$ cat src/rtl/mdu_scheduler_if.sv
// Handshake bundle between the EX/ID pipeline stages, the MDU datapath and the MDU scheduler.
// The scheduler takes the slave view; whoever drives the pipeline side takes the master view.
interface mdu_scheduler_if;
    logic        ex_valid;
    logic [2:0]  ex_op;
    logic [31:0] ex_rs_val;
    logic [31:0] ex_rt_val;
    logic        id_reads_hilo;
    logic [31:0] mdu_hi_in;
    logic [31:0] mdu_lo_in;

    logic        mdu_start;
    logic        mdu_is_div;
    logic        mdu_signed;
    logic [31:0] mdu_op_a;
    logic [31:0] mdu_op_b;
    logic        busy;
    logic        stall_ex;
    logic        stall_id;
    logic [31:0] hi;
    logic [31:0] lo;

    modport slave (
        input  ex_valid, ex_op, ex_rs_val, ex_rt_val, id_reads_hilo, mdu_hi_in, mdu_lo_in,
        output mdu_start, mdu_is_div, mdu_signed, mdu_op_a, mdu_op_b,
               busy, stall_ex, stall_id, hi, lo
    );

    modport master (
        output ex_valid, ex_op, ex_rs_val, ex_rt_val, id_reads_hilo, mdu_hi_in, mdu_lo_in,
        input  mdu_start, mdu_is_div, mdu_signed, mdu_op_a, mdu_op_b,
               busy, stall_ex, stall_id, hi, lo
    );
endinterface

$ cat src/rtl/mdu_scheduler.sv
// Issues mult/div operations to the shared fixed-latency MDU, owns HI/LO, and raises the
// structural (EX) and data (ID) stalls while an MDU result is still pending.
module mdu_scheduler #(
    parameter int MUL_LAT = 4,
    parameter int DIV_LAT = 33
) (
    input  logic           clk,
    input  logic           rst,
    mdu_scheduler_if.slave bus
);

    typedef enum logic {
        S_IDLE,
        S_BUSY
    } state_t;

    localparam logic [5:0] MUL_CNT = 6'(MUL_LAT);
    localparam logic [5:0] DIV_CNT = 6'(DIV_LAT);

    localparam logic [2:0] OP_MULT  = 3'd1;
    localparam logic [2:0] OP_MULTU = 3'd2;
    localparam logic [2:0] OP_DIV   = 3'd3;
    localparam logic [2:0] OP_DIVU  = 3'd4;
    localparam logic [2:0] OP_MTHI  = 3'd5;
    localparam logic [2:0] OP_MTLO  = 3'd6;

    state_t      r_state;
    state_t      w_nextState;
    logic [5:0]  r_cnt;
    logic [31:0] r_hi;
    logic [31:0] r_lo;
    logic [31:0] r_opA;
    logic [31:0] r_opB;
    logic        r_start;
    logic        r_isDiv;
    logic        r_signed;

    logic        w_isMdu;
    logic        w_isDivOp;
    logic        w_isMthi;
    logic        w_isMtlo;
    logic        w_issue;
    logic        w_capture;
    logic        w_writeHi;
    logic        w_writeLo;
    logic        w_stallEx;
    logic        w_stallId;

    always_comb begin
        w_isMdu   = bus.ex_valid && (bus.ex_op == OP_MULT || bus.ex_op == OP_MULTU ||
                                     bus.ex_op == OP_DIV  || bus.ex_op == OP_DIVU);
        w_isDivOp = (bus.ex_op == OP_DIV) || (bus.ex_op == OP_DIVU);
        w_isMthi  = bus.ex_valid && (bus.ex_op == OP_MTHI);
        w_isMtlo  = bus.ex_valid && (bus.ex_op == OP_MTLO);
    end

    always_ff @(posedge clk) begin
        if (rst) begin
            r_state <= S_IDLE;
        end else begin
            r_state <= w_nextState;
        end
    end

    // Anything touching HI/LO that reaches EX while busy is held there until the unit drains.
    always_comb begin
        w_nextState = r_state;
        w_issue     = 1'b0;
        w_capture   = 1'b0;
        w_writeHi   = 1'b0;
        w_writeLo   = 1'b0;
        w_stallEx   = 1'b0;
        w_stallId   = 1'b0;
        case (r_state)
            S_IDLE: begin
                w_issue   = w_isMdu;
                w_writeHi = w_isMthi;
                w_writeLo = w_isMtlo;
                if (w_isMdu) begin
                    w_nextState = S_BUSY;
                end
            end
            S_BUSY: begin
                w_stallEx = w_isMdu || w_isMthi || w_isMtlo;
                if (r_cnt == 6'd1) begin
                    w_capture   = 1'b1;
                    w_nextState = S_IDLE;
                end
            end
            default: begin
                w_nextState = S_IDLE;
            end
        endcase
        w_stallId = bus.id_reads_hilo && ((r_state == S_BUSY) || w_issue);
    end

    always_ff @(posedge clk) begin
        if (rst) begin
            r_cnt    <= 6'd0;
            r_hi     <= 32'd0;
            r_lo     <= 32'd0;
            r_opA    <= 32'd0;
            r_opB    <= 32'd0;
            r_start  <= 1'b0;
            r_isDiv  <= 1'b0;
            r_signed <= 1'b0;
        end else begin
            r_start <= w_issue;
            if (w_issue) begin
                r_opA    <= bus.ex_rs_val;
                r_opB    <= bus.ex_rt_val;
                r_isDiv  <= w_isDivOp;
                r_signed <= (bus.ex_op == OP_MULT) || (bus.ex_op == OP_DIV);
                r_cnt    <= w_isDivOp ? DIV_CNT : MUL_CNT;
            end else if (r_state == S_BUSY) begin
                r_cnt <= r_cnt - 6'd1;
            end
            // Capture only happens in BUSY and moves only in IDLE, so these never collide.
            if (w_capture) begin
                r_hi <= bus.mdu_hi_in;
                r_lo <= bus.mdu_lo_in;
            end
            if (w_writeHi) begin
                r_hi <= bus.ex_rs_val;
            end
            if (w_writeLo) begin
                r_lo <= bus.ex_rs_val;
            end
        end
    end

    assign bus.mdu_start  = r_start;
    assign bus.mdu_is_div = r_isDiv;
    assign bus.mdu_signed = r_signed;
    assign bus.mdu_op_a   = r_opA;
    assign bus.mdu_op_b   = r_opB;
    assign bus.busy       = (r_state == S_BUSY);
    assign bus.stall_ex   = w_stallEx;
    assign bus.stall_id   = w_stallId;
    assign bus.hi         = r_hi;
    assign bus.lo         = r_lo;

endmodule

$ cat src/flat_wrapper.sv
// flat-port wrapper written by rule: the top's interface ports become plain ports
module mdu_scheduler_flat 
#(
    parameter int MUL_LAT = 4,
    parameter int DIV_LAT = 33
)
  (clk, rst, bus_ex_valid, bus_ex_op, bus_ex_rs_val, bus_ex_rt_val, bus_id_reads_hilo, bus_mdu_hi_in, bus_mdu_lo_in, bus_mdu_start, bus_mdu_is_div, bus_mdu_signed, bus_mdu_op_a, bus_mdu_op_b, bus_busy, bus_stall_ex, bus_stall_id, bus_hi, bus_lo);
  mdu_scheduler_if bus_i ();
  input  logic clk;
  input  logic rst;
  input wire logic [$bits(bus_i.ex_valid)-1:0] bus_ex_valid;
  input wire logic [$bits(bus_i.ex_op)-1:0] bus_ex_op;
  input wire logic [$bits(bus_i.ex_rs_val)-1:0] bus_ex_rs_val;
  input wire logic [$bits(bus_i.ex_rt_val)-1:0] bus_ex_rt_val;
  input wire logic [$bits(bus_i.id_reads_hilo)-1:0] bus_id_reads_hilo;
  input wire logic [$bits(bus_i.mdu_hi_in)-1:0] bus_mdu_hi_in;
  input wire logic [$bits(bus_i.mdu_lo_in)-1:0] bus_mdu_lo_in;
  output wire logic [$bits(bus_i.mdu_start)-1:0] bus_mdu_start;
  output wire logic [$bits(bus_i.mdu_is_div)-1:0] bus_mdu_is_div;
  output wire logic [$bits(bus_i.mdu_signed)-1:0] bus_mdu_signed;
  output wire logic [$bits(bus_i.mdu_op_a)-1:0] bus_mdu_op_a;
  output wire logic [$bits(bus_i.mdu_op_b)-1:0] bus_mdu_op_b;
  output wire logic [$bits(bus_i.busy)-1:0] bus_busy;
  output wire logic [$bits(bus_i.stall_ex)-1:0] bus_stall_ex;
  output wire logic [$bits(bus_i.stall_id)-1:0] bus_stall_id;
  output wire logic [$bits(bus_i.hi)-1:0] bus_hi;
  output wire logic [$bits(bus_i.lo)-1:0] bus_lo;
  assign bus_i.ex_valid = bus_ex_valid;
  assign bus_i.ex_op = bus_ex_op;
  assign bus_i.ex_rs_val = bus_ex_rs_val;
  assign bus_i.ex_rt_val = bus_ex_rt_val;
  assign bus_i.id_reads_hilo = bus_id_reads_hilo;
  assign bus_i.mdu_hi_in = bus_mdu_hi_in;
  assign bus_i.mdu_lo_in = bus_mdu_lo_in;
  assign bus_mdu_start = bus_i.mdu_start;
  assign bus_mdu_is_div = bus_i.mdu_is_div;
  assign bus_mdu_signed = bus_i.mdu_signed;
  assign bus_mdu_op_a = bus_i.mdu_op_a;
  assign bus_mdu_op_b = bus_i.mdu_op_b;
  assign bus_busy = bus_i.busy;
  assign bus_stall_ex = bus_i.stall_ex;
  assign bus_stall_id = bus_i.stall_id;
  assign bus_hi = bus_i.hi;
  assign bus_lo = bus_i.lo;
  mdu_scheduler #(.MUL_LAT(MUL_LAT), .DIV_LAT(DIV_LAT)) u_core (.clk(clk), .rst(rst), .bus(bus_i));
endmodule
$ cat config.mk
export PLATFORM = sky130hd
export DESIGN_NAME = mdu_scheduler_flat
export DESIGN_NICKNAME = d
export VERILOG_FILES = /design/src/rtl/mdu_scheduler_if.sv /design/src/rtl/mdu_scheduler.sv /design/src/flat_wrapper.sv
export SDC_FILE = /design/constraint.sdc
export NUM_CORES = 1
export LEC_CHECK = 0
export CORE_ASPECT_RATIO = 0.6
export CORE_UTILIZATION = 36
export CTS_CLUSTER_DIAMETER = 200
export DETAILED_ROUTE_END_ITERATION = 16
export HOLD_SLACK_MARGIN = 0.12
export PLACE_DENSITY = 0.84
export SYNTH_ARGS = -nofsm -noshare
export SYNTH_HDL_FRONTEND = slang
export SYNTH_SLANG_ARGS = --single-unit
$ cat constraint.sdc
create_clock -name clk -period 1.39 [get_ports clk]
set_input_delay 0.278 -clock clk [delete_from_list [all_inputs] [get_ports clk]]
set_output_delay 0.278 -clock clk [all_outputs]
set_load 0.02 [all_outputs]
run_1/congestion_map.png
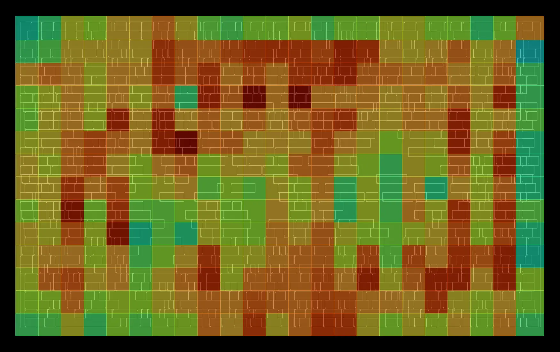
GR peak layer: met2
grt met3 use: 0.06518
Routed WL per cell: 20.92 um
met2 global-route usage: 0.4140
Tot GR Track Use: 0.2532

run_1/sizing.png
Drawn at 3 px/um.
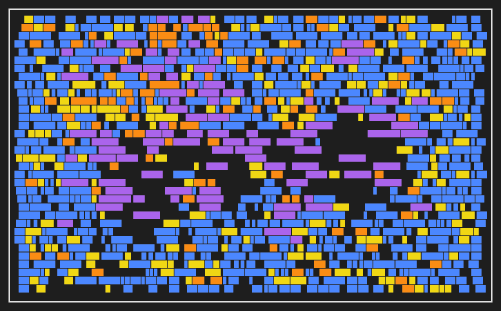
- x2: yellow (cells 178; share 18%)
- x6 and larger: purple (cells 94; share 9.4%)
- x3 and x4: orange (cells 101; share 10%)
- x1 and smaller: blue (cells 629; share 63%)

==> results.toml, run 1 <==
# implementation run metrics
[outcome]
status = "finished, violations left"
violations = "setup timing"

[hold_path]
hold_depth = 2
worstHoldStart = "rst"
min_path_type = "in -> reg"
holdPathEnd = "u_core.bus.mdu_signed"

[power]
p_seq_frac = 0.375
clkPwrFrac = 0.405
intPower_w = 0.008095
p_per_area_nw_per_um2 = 1038
comb_power_share = 0.220
p_leak_nw = 4.525
swShare = 0.2913
power.net_switching_w = 0.003327
peakVddDrop_uv = 648.4

[final_layout]
area_delta_synth_final_pct = 103.4
postLayoutCoreUtil = 0.7543
antenna_cells = 0
finish.instance_area_sq_um = 11010
mostFrequentLayoutCells = "dfxtp_1, clkdlybuf4s50_1, nand2_1, clkdlybuf4s15_1, a21oi_2"
fillers = 987
final_common_cell = "dfxtp_1"
final_nets = 1126
drive_gt1_frac = 0.3723

[floorplanning]
die_h_um = 96.98
die_w_um = 160.3
ioPinCount = 269
die-area_sq_um = 15550
rows = 34
core_sq_um = 14590
fp_util = 0.3709

[detailed_routing]
dr.pass1.iters = 5
wl_met3_um = 1855
maxUsedRoutingLayer = "met4"
detail-route-antenna-nets = 0
wl_met1_um = 10790
viasPerCell = 5.445
route.met2.wl_um = 11950
drc = 0
drt_iter0_markers = 528
dr_total_vias = 6534
drt-total-wl_um = 25100

[clock_tree]
tritoncts = "done"
cts.sink_count = 138
cts.clk_slew.worst_paths_ns = 0.07
htreeDepth = 4
clkLatencyLatePin_ns = 0.40
cts_hold_buffers = 0
clock_path_buffers = 2
clockRootBuffer = "clkbuf_16"
numCtsBuffers = 17

[final_timing]
fin_tns_setup_ns = -27.34
worst_pin_slew_ns = 0.4424
hold_viol = 0
worst_slack_ns = -0.2939
clock_skew_ns = 0.01104
min_period_ns = 1.684
setup_viol = 141
timing.fmax_mhz = 593.8
final-max-slew-violation-count = 0
max-slew-margin-rel = 0.7051
finalCritPeriodShare = 1.211
rsz0062_at_grt = "true"

[logic_synthesis]
ys_types = 36
async_reset_ff_frac = 0
ys_chip_area_sq_um = 5413
synth_area_per_cell_sq_um = 8.115
yosys_warnings = 0
synth_flops = 138
ys_cells = 667
syn_nets = 804
edf_count = 0
ff_type = "dfxtp_1"
syn_area_sq_um = 5413
syn_inst = 667
synth_seq_share = 0.5104

[critical_path]
timing.reg2reg.setup_slack_ns = -0.29
path_cells = "buf_12, nor2b_4, buf_6, and3_4, buf_12, clkbuf_16, nand2_4, a21oi_2"
cpMostUsedCell = "buf_12"
reg2reg_from = "u_core.bus.busy"
path_buffers = 4
critPathSlowestCell = "dfxtp_4"
crit_required_ns = 1.73
worstPathArrival_ns = 2.02
slowest_delay_ns = 0.36
r2r_end = "u_core.bus.mdu_op_a[29]"
critical-path-top-delay-family = "buffers and inverters"
worst-r2r-cell-count = 8
cp_max_fo = 7
start_kind = "register"
path_class = "reg -> reg"
end_kind = "register"

[grt]
grt.overflow.total = 0
antenna_found_initial = 0
grt_pass1_wl_um = 31300
grt_pass1_vias = 5932
grt_max_degree = 46

[job]
tool_warnings = 30
drv_cap = 0

[placed_design]
dpl.hpwl_um = 13640
placed_area_sq_um = 8642
port_buffers = 268
place.gp.congestion = 0.8411
run_1/closeup.png
Window x 28 to 53, y 60 to 85 um. Cells in gray, sequential cells in the stronger gray; small squares are vias.
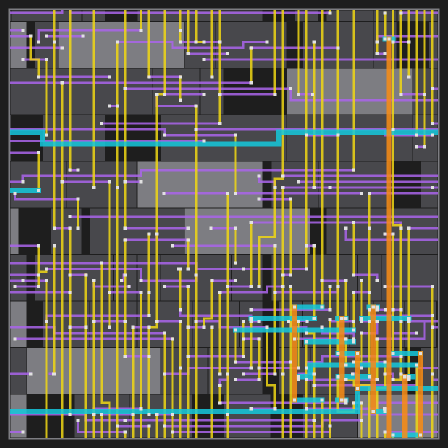
- M4: orange
- M2: yellow
- M1: purple
- M3: cyan
- netlist names of flops here include: `u_core.r_cnt` (4)
- cells with their middle in the window: 51
- sequential cells in the window: 6
- most frequent: buf_4 (8), dfxtp_1 (4)

==> run 1: kinds of logic (layout without fill, tap and decap cells) <==
logic type,count (synthesis),after routing,share of synthesized area
multiplexers,1,1,0.001849
adder cells (fa/ha/maj),2,2,0.004622
buffers and inverters,61,396,0.05409
AND/OR/NAND/NOR,289,289,0.2240
flip-flops,138,138,0.5104
AND-OR/OR-AND,175,175,0.2034
XOR/XNOR,1,1,0.001618
==> run 1: worst reg2reg max path, cell delays in order (launching register included) <==
cell and delay, ns:
dfxtp_4 0.36, buf_12 0.13, nor2b_4 0.19, buf_6 0.13, and3_4 0.28, buf_12 0.16
clkbuf_16 0.17, nand2_4 0.05, a21oi_2 0.15
==> run 1: worst max path at each step <==
stage | startpoint | to | slack (ns) | depth (start not counted)
5_1_grt | u_core.bus.busy | u_core.bus.mdu_op_a[29] | -0.32 | 8
6_report | u_core.bus.busy | u_core.bus.mdu_op_a[29] | -0.29 | 8
3_3_place_gp | bus_ex_op[0] | bus_stall_id | -0.92 | 5
4_1_cts | u_core.bus.busy | u_core.bus.lo[23] | -0.16 | 5
2_1_floorplan | u_core.bus.busy | u_core.bus.lo[24] | -0.05 | 5
3_5_place_dp | bus_ex_op[1] | bus_stall_id | -0.93 | 6
==> run 1: cell type report <==
type | count | area (sq um) | area share
clock buffer | 18 | 429.2 | 0.03899
multi-input combinational | 468 | 3435 | 0.3120
clock inverter | 14 | 161.4 | 0.01466
tap | 198 | 247.7 | 0.02251
inverter | 3 | 11.26 | 0.001023
timing repair buffer | 361 | 3953 | 0.3591
sequential | 138 | 2770 | 0.2517
==> run 1: cell usage after synthesis, drive strengths merged (3+ instances only) <==
| cell type | n | area, sq um |
|---|---|---|
| nand4b | 3 | 26.28 |
| a311oi | 32 | 280.3 |
| a22oi | 32 | 240.2 |
| clkbuf | 27 | 101.4 |
| o21ai | 4 | 20.02 |
| inv | 3 | 11.26 |
| a21oi | 102 | 510.5 |
| nand2 | 194 | 728.2 |
| dfxtp | 138 | 2763 |
| buf | 31 | 180.2 |
| nand3 | 36 | 180.2 |
| nor2 | 38 | 142.6 |
==> run 1: power groups by stage <==
stage          Combinational, W  Sequential (W)  Clock (W)
2_1_floorplan          0.000559         0.00459          0
3_3_place_gp            0.00186         0.00435          0
3_5_place_dp            0.00188         0.00436          0
4_1_cts                 0.00184         0.00427    0.00469
5_1_grt                 0.00262         0.00430    0.00489
6_report                0.00251         0.00428    0.00463
==> run 1: metal layers <==
metal,track usage,vias to the layer above
met2,0.4140,314
met4,0.06154,0
li1,-,2964
met5,0,-
met3,0.06518,47
met1,0.3328,3209
==> run 1: through the flow <==
stage               cells  worst slack, ns  hold WS (ns)  power, W
CTS                  1156          -0.1643        0.2548   0.01079
floorplan             667         -0.05073        0.4140  0.005146
detailed placement   1117          -0.9296        0.4467  0.006237
global placement     1117          -0.9206        0.4406  0.006207
finish               1200          -0.2939        0.3043   0.01142
global route         1200          -0.3238        0.3003   0.01182
==> run 1: timing repair <==
action	4_1_cts	5_1_grt
gates resized	210	353
pin swaps	29	117
cloned	1	25
setup endpoints to repair	271	212
setup buffers	6	20
endpoints found under the hold margin	0	0
run_1/class_map.png
Drawn at 3 px/um.
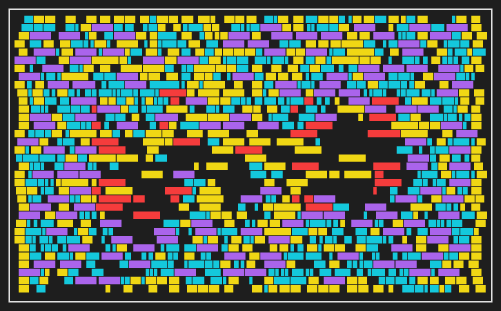

==> run 2: changes to the inputs <==
- CAP_MARGIN: unset -> 20
- CORE_ASPECT_RATIO: 0.6 -> 0.5
- REMOVE_ABC_BUFFERS: unset -> 1
run_2/class_map.png
Drawn at 3 px/um.
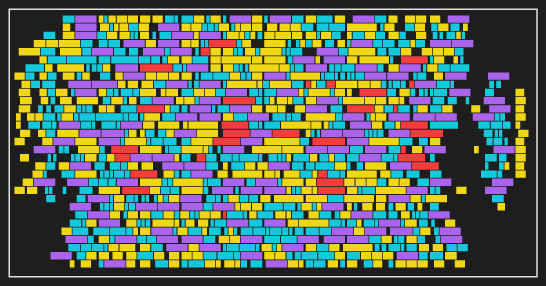
- clock drivers and dummy loads: red (cells 31)
- remaining buffers and delay cells: yellow (cells 372)
- sequential cells: purple (cells 138)
- remaining logic cells: cyan (cells 471)

==> run 2 against run 1 <==
- the run still ends with setup timing left
- sequential cell count unchanged
- synthesized area is the same
- sequential power grew 1%
- cell area rose by 3.2%
- global-route usage increased by 11 points
- first-iteration DRC count is 52% higher
- clock-buffer cell count grew 2
- sequential share of layout area is 0.78 points lower
- die size about the same
- clock skew barely moved
- critical path type unchanged
- largest cell class unchanged
==> results.toml, run 2 <==
# implementation run metrics
[logic_synthesis]
top_area_frac = 0.5104
synth_area_per_cell_sq_um = 8.115
ff_type = "dfxtp_1"
topCellsByArea = "dfxtp_1, nand2_1, a21oi_1"
ys_types = 36
synth_seq_share = 0.5104
syn_area_sq_um = 5413
yosys_warnings = 0
yosysMostFrequentCell = "nand2_1"
common_cells = "nand2_1, dfxtp_1, a21oi_1"
ys_chip_area_sq_um = 5413
synth_flops = 138
syn_inst = 667
ys_cells = 667
edf_count = 0

[job]
drv_cap = 0
tool_warnings = 28

[detailed_routing]
drt-total-wl_um = 35170
dr_total_vias = 7762
viasPerCell = 6.415
drc = 0
drt_iter0_markers = 804
detail-route-antenna-nets = 0
dr.pass1.iters = 5

[outcome]
violations = "setup timing"
status = "finished, violations left"

[final_layout]
postLayoutCoreUtil = 0.7791
finish.instance_area_sq_um = 11360
mostFrequentLayoutCells = "dfxtp_1, clkdlybuf4s50_1, nand2_1, nand2_4, a21oi_2"
fillers = 757
finalNonFillerCells = 1210
drive_gt1_frac = 0.4298
antenna_cells = 0
final_common_cell = "dfxtp_1"
area_delta_synth_final_pct = 109.9

[final_timing]
finalCritPeriodShare = 1.322
worst_pin_slew_ns = 0.4257
final-max-slew-violation-count = 0
clock_skew_ns = 0.01065
timing.fmax_mhz = 544.2
rsz0062_at_grt = "true"
worst_slack_ns = -0.4475
setup_viol = 151
hold_viol = 0
max-slew-margin-rel = 0.7162

[placed_design]
port_buffers = 268
dpl.hpwl_um = 13800
place_inst = 1111
pre_cts_ws_ns = -0.9162
place.gp.congestion = 0.8688

[floorplanning]
die_h_um = 88.71
die_w_um = 175.4
fp_util = 0.3711
rows = 31
core_sq_um = 14580

[grt]
grt.overflow.total = 0
grt_max_degree = 65
antenna_found_initial = 0
grt.total_usage = 0.3656
grt_pass1_vias = 7175

[critical_path]
reg2reg_from = "u_core.bus.busy"
timing.reg2reg.setup_slack_ns = -0.45
start_kind = "register"
critPathCapture = "u_core.bus.lo[22]"
worst-r2r-cell-count = 8
cp_max_fo = 7
worstPathArrival_ns = 2.15
crit_required_ns = 1.70
r2r_end = "u_core.bus.lo[22]"
cp-startpoint = "u_core.bus.busy"

[clock_tree]
clkLatencyLatePin_ns = 0.42
tritoncts = "done"
numCtsBuffers = 17
cts.sink_count = 138
clockRootBuffer = "clkbuf_16"
htreeDepth = 4
cts_hold_buffers = 0
clock_path_buffers = 2
cts.clk_slew.worst_paths_ns = 0.07

[power]
p_per_area_nw_per_um2 = 1067
peakVddDrop_uv = 1132
p_leak_nw = 4.583

[hold_path]
min_path_type = "in -> reg"
[run 2: cell counts after synthesis]
Identical to the previous run, type by type.
[run 2: timing repair]
| item | in CTS | in global routing |
|---|---|---|
| cloned | 29 | 3 |
| endpoints found under the setup margin | 272 | 237 |
| gates resized | 359 | 372 |
| pin swaps | 79 | 133 |
| buffers inserted | 29 | 21 |
[run 2: layer usage]
metal / up-vias / global-route usage / wire length [um]
met5: - / 0 / 66
met4: 2 / 0.2474 / 2873
met3: 327 / 0.08290 / 4757
met2: 781 / 0.5999 / 15710
met1: 3650 / 0.4393 / 11770
li1: 3002 / - / -
[run 2: layout make-up]
| class | instances | area (sq um) | area share |
|---|---|---|---|
| flip-flops and latches | 138 | 2771 | 0.2439 |
| clock buffers | 20 | 446.7 | 0.03931 |
| clock inverters | 11 | 170.2 | 0.01498 |
| repair buffers | 372 | 4076 | 0.3588 |
| multi-input cells | 468 | 3638 | 0.3202 |
| well taps | 198 | 247.7 | 0.02180 |
| inverters | 3 | 11.26 | 0.0009911 |
[run 2: power by group]
part           internal, W  switching, W  leakage, nW
Sequential         0.00417      0.000165         1.13
Combinational      0.00133       0.00150         3.15
Clock              0.00305       0.00192        0.304
[run 2: how the worst min path moves through the flow]
stage	depth (start not counted)	slack, ns	endpoint	start
3_5_place_dp	2	0.45	u_core.bus.mdu_op_a[28]	u_core.bus.mdu_op_a[28]
6_report	2	0.28	u_core.bus.mdu_signed	rst
3_3_place_gp	2	0.44	u_core.bus.mdu_op_b[9]	u_core.bus.mdu_op_b[9]
2_1_floorplan	1	0.35	u_core.bus.hi[0]	rst
5_1_grt	2	0.27	u_core.bus.mdu_signed	rst
4_1_cts	2	0.26	u_core.bus.mdu_signed	rst
[run 2: logic make-up (layout without fill, tap and decap cells)]
family	Yosys count	count (layout)	synth area share
and+or+nand+nor	289	289	0.2240
buffers and inverters	61	406	0.05409
AOI/OAI and AO/OA	175	175	0.2034
DFF	138	138	0.5104
muxes	1	1	0.001849
adders and majority gates	2	2	0.004622
xor gates and xnor gates	1	1	0.001618
[run 2: stage by stage]
stage | hold WS [ns] | total power, W | setup TNS, ns
final | 0.2838 | 0.01213 | -26.33
after global placement | 0.4412 | 0.006145 | -75.88
after floorplan | 0.3471 | 0.005025 | -156.26
after CTS | 0.2638 | 0.01156 | -16.81
after detailed placement | 0.4459 | 0.006197 | -86.57
after global routing | 0.2731 | 0.01234 | -31.81
[run 2: worst max-delay path, cell delays in order, from the launching register on]
cell      delay [ns]
dfxtp_4         0.36
and2b_1         0.18
buf_6           0.12
nand4b_1        0.16
buf_6           0.18
buf_16          0.15
buf_12          0.15
nand2_1         0.08
a311oi_1        0.34
==> run 3: changes to the inputs <==
- MAX_ROUTING_LAYER: unset -> met4
run_3/closeup.png
Window x 31 to 56, y 54 to 79 um. Cells in gray, sequential cells in the stronger gray; small squares are vias.
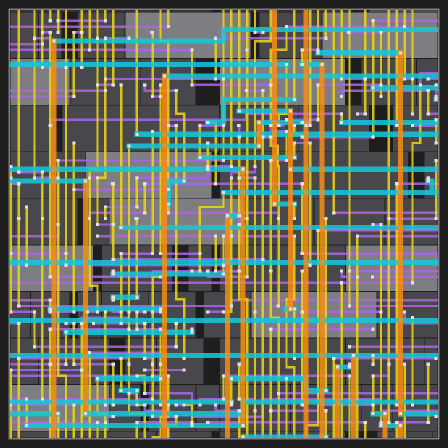
- M3: cyan
- M4: orange
- M1: purple
- M2: yellow
- sequential cells in the window: 9
- most frequent: a21oi_2 (7), dfxtp_1 (7)
- netlist names of flops here include: `u_core.bus.mdu_op_b` (3), `u_core.r_cnt` (2)
- cells with their middle in the window: 55

==> run 3 against run 2 <==
- the run still ends with setup timing left
- largest power group unchanged
- clock power grew 2%
- routed wire length grew 7.6%
- worst hold slack gained 0.00089 ns
- sequential share of layout area shrank 0.68 points
- final cell count grew 0.17%
- non-clock buffer count grew 1
- highest routed layer is now met4
- sequential power is essentially flat
- global-route usage grew 1.2 points
==> results.toml, run 3 <==
# implementation run metrics
[critical_path]
worstPathArrival_ns = 2.33
path_class = "reg -> reg"
cp_max_fo = 8
critPathSlowestCell = "dfxtp_4"
reg2reg_from = "u_core.bus.busy"
cp-startpoint = "u_core.bus.busy"
end_kind = "register"
slowest_delay_ns = 0.36
cpMostUsedCell = "buf_6"
start_kind = "register"
path_cells = "and2b_1, buf_6, nand4b_1, buf_6, bufbuf_16, nand3_1, a21oi_2"
crit_required_ns = 1.74

[final_layout]
drive_gt1_frac = 0.4956
flop_area_sq_um = 2770
fillers = 703
area_delta_synth_final_pct = 115.9
mostFrequentLayoutCells = "dfxtp_1, clkdlybuf4s50_1, nand2_4, nand2_1, a21oi_2"
finish.instance_area_sq_um = 11680
final_common_cell = "dfxtp_1"
logic_area_sq_um = 3936
final_nets = 1138

[logic_synthesis]
syn_inst = 667
ff_type = "dfxtp_1"
synth_seq_share = 0.5104
edf_count = 0
ys_cells = 667
ys_types = 36
ys_chip_area_sq_um = 5413
async_reset_ff_frac = 0
top_area_cell = "dfxtp_1"
synth_flops = 138
syn_area_sq_um = 5413
top_area_frac = 0.5104
yosys_warnings = 0
yosysMostFrequentCell = "nand2_1"
topCellsByArea = "dfxtp_1, nand2_1, a21oi_1"
common_cells = "nand2_1, dfxtp_1, a21oi_1"

[clock_tree]
clkLatencyLatePin_ns = 0.45
tritoncts = "done"
cts.sink_count = 138
clock_path_buffers = 2
numCtsBuffers = 17
clockRootBuffer = "clkbuf_16"
htreeDepth = 4

[outcome]
violations = "setup timing"
status = "finished, violations left"

[grt]
grt.overflow.total = 0
grt_pass1_vias = 7144
grt.total_usage = 0.3780
grt_max_degree = 65
antenna_found_initial = 1
grt_pass1_wl_um = 41920

[hold_path]
worstHoldStart = "rst"
min_path_type = "in -> reg"

[floorplanning]
fp_util = 0.3711
die-area_sq_um = 15560
die_h_um = 88.71
ioPinCount = 269
core_sq_um = 14580
die_w_um = 175.4

[job]
tool_warnings = 28
drv_cap = 0

[final_timing]
timing.fmax_mhz = 505.4
finalCritPeriodShare = 1.423
worst_slack_ns = -0.5885
max-slew-margin-rel = 0.6692
setup_viol = 170
min_period_ns = 1.979
worst_pin_slew_ns = 0.4962
hold_viol = 0
final-max-slew-violation-count = 0
fin_tns_setup_ns = -31.10
fin_hold_ws_ns = 0.2847
rsz0062_at_grt = "true"

[placed_design]
port_buffers = 268
dpl.hpwl_um = 13800
place.gp.congestion = 0.8828
pre_cts_ws_ns = -0.9162

[detailed_routing]
drt-total-wl_um = 37860
drt_iter0_markers = 1102
dr.pass1.iters = 8
dr_total_vias = 7979
viasPerCell = 6.583
wire_per_inst_um = 31.24

[power]
comb_power_share = 0.240
clkPwrFrac = 0.409
p_seq_frac = 0.351
intPower_w = 0.008572
p_leak_nw = 4.721
power.net_switching_w = 0.003791
swShare = 0.3067
peakVddDrop_uv = 1005
p_per_area_nw_per_um2 = 1058
p_total_w = 0.01236
[run 3: kinds of logic (layout without fill, tap and decap cells)]
logic type	after synthesis	in the layout	synth area share
compound gates	175	175	0.2034
xor+xnor	1	1	0.001618
fa+ha+maj	2	2	0.004622
buf+inv	61	407	0.05409
flops	138	138	0.5104
mux	1	1	0.001849
other cells	0	1	0
simple gates	289	289	0.2240
[run 3: repair_timing]
| item | 4_1_cts | 5_1_grt |
|---|---|---|
| pin swaps | 79 | 178 |
| buffers inserted | 29 | 22 |
| endpoints found under the setup margin | 272 | 249 |
| resized | 359 | 464 |
| hold buffers | 0 | 0 |
| cloned | 29 | 4 |
[run 3: layout make-up]
class,count,area share
diodes,1,0.0002142
clock buffers,20,0.03823
clock inverters,11,0.01456
inverters,3,0.0009638
multi-input cells,468,0.3369
flip-flops and latches,138,0.2371
well taps,198,0.02120
repair buffers,373,0.3508
[run 3: final timing paths]
check,end,slack (ns),cells after the start
max,u_core.bus.hi[7],-0.59,7
min,u_core.bus.mdu_signed,0.28,2
max reg2reg,u_core.bus.hi[7],-0.59,7
min reg2reg,u_core.bus.hi[29],0.46,2
[run 3: power groups by stage]
| stage | Sequential [W] | Combinational, W | Clock (W) |
|---|---|---|---|
| floorplan | 0.00458 | 0.000440 | 0 |
| global placement | 0.00435 | 0.00180 | 0 |
| finish | 0.00434 | 0.00296 | 0.00506 |
| CTS | 0.00428 | 0.00243 | 0.00486 |
| global route | 0.00435 | 0.00301 | 0.00519 |
| detailed placement | 0.00436 | 0.00184 | 0 |
[run 3: critical path: cells and delay by family (launching register included)]
family | cells | cell delay (ns)
flip-flops | 1 | 0.36
AND/OR/NAND/NOR | 3 | 0.61
AND-OR/OR-AND | 1 | 0.30
buffers and inverters | 3 | 0.61
[run 3: metal layers]
| metal | global-route usage | vias up | share of wire | wire length [um] |
|---|---|---|---|---|
| met5 | - | - | 0 | 0 |
| li1 | - | 3004 | - | - |
| met2 | 0.5999 | 874 | 0.43 | 16280 |
| met3 | 0.09751 | 383 | 0.15 | 5633 |
| met1 | 0.4304 | 3718 | 0.33 | 12560 |
| met4 | 0.2498 | 0 | 0.090 | 3389 |
[run 3: per-stage QoR]
stage	utilization	cells
floorplan	-	609
detailed placement	0.5819	1111
global route	0.8011	1212
global placement	0.5819	1111
finish	0.8011	1212
CTS	0.7334	1200
Power is estimated from default activity; no workload was simulated.
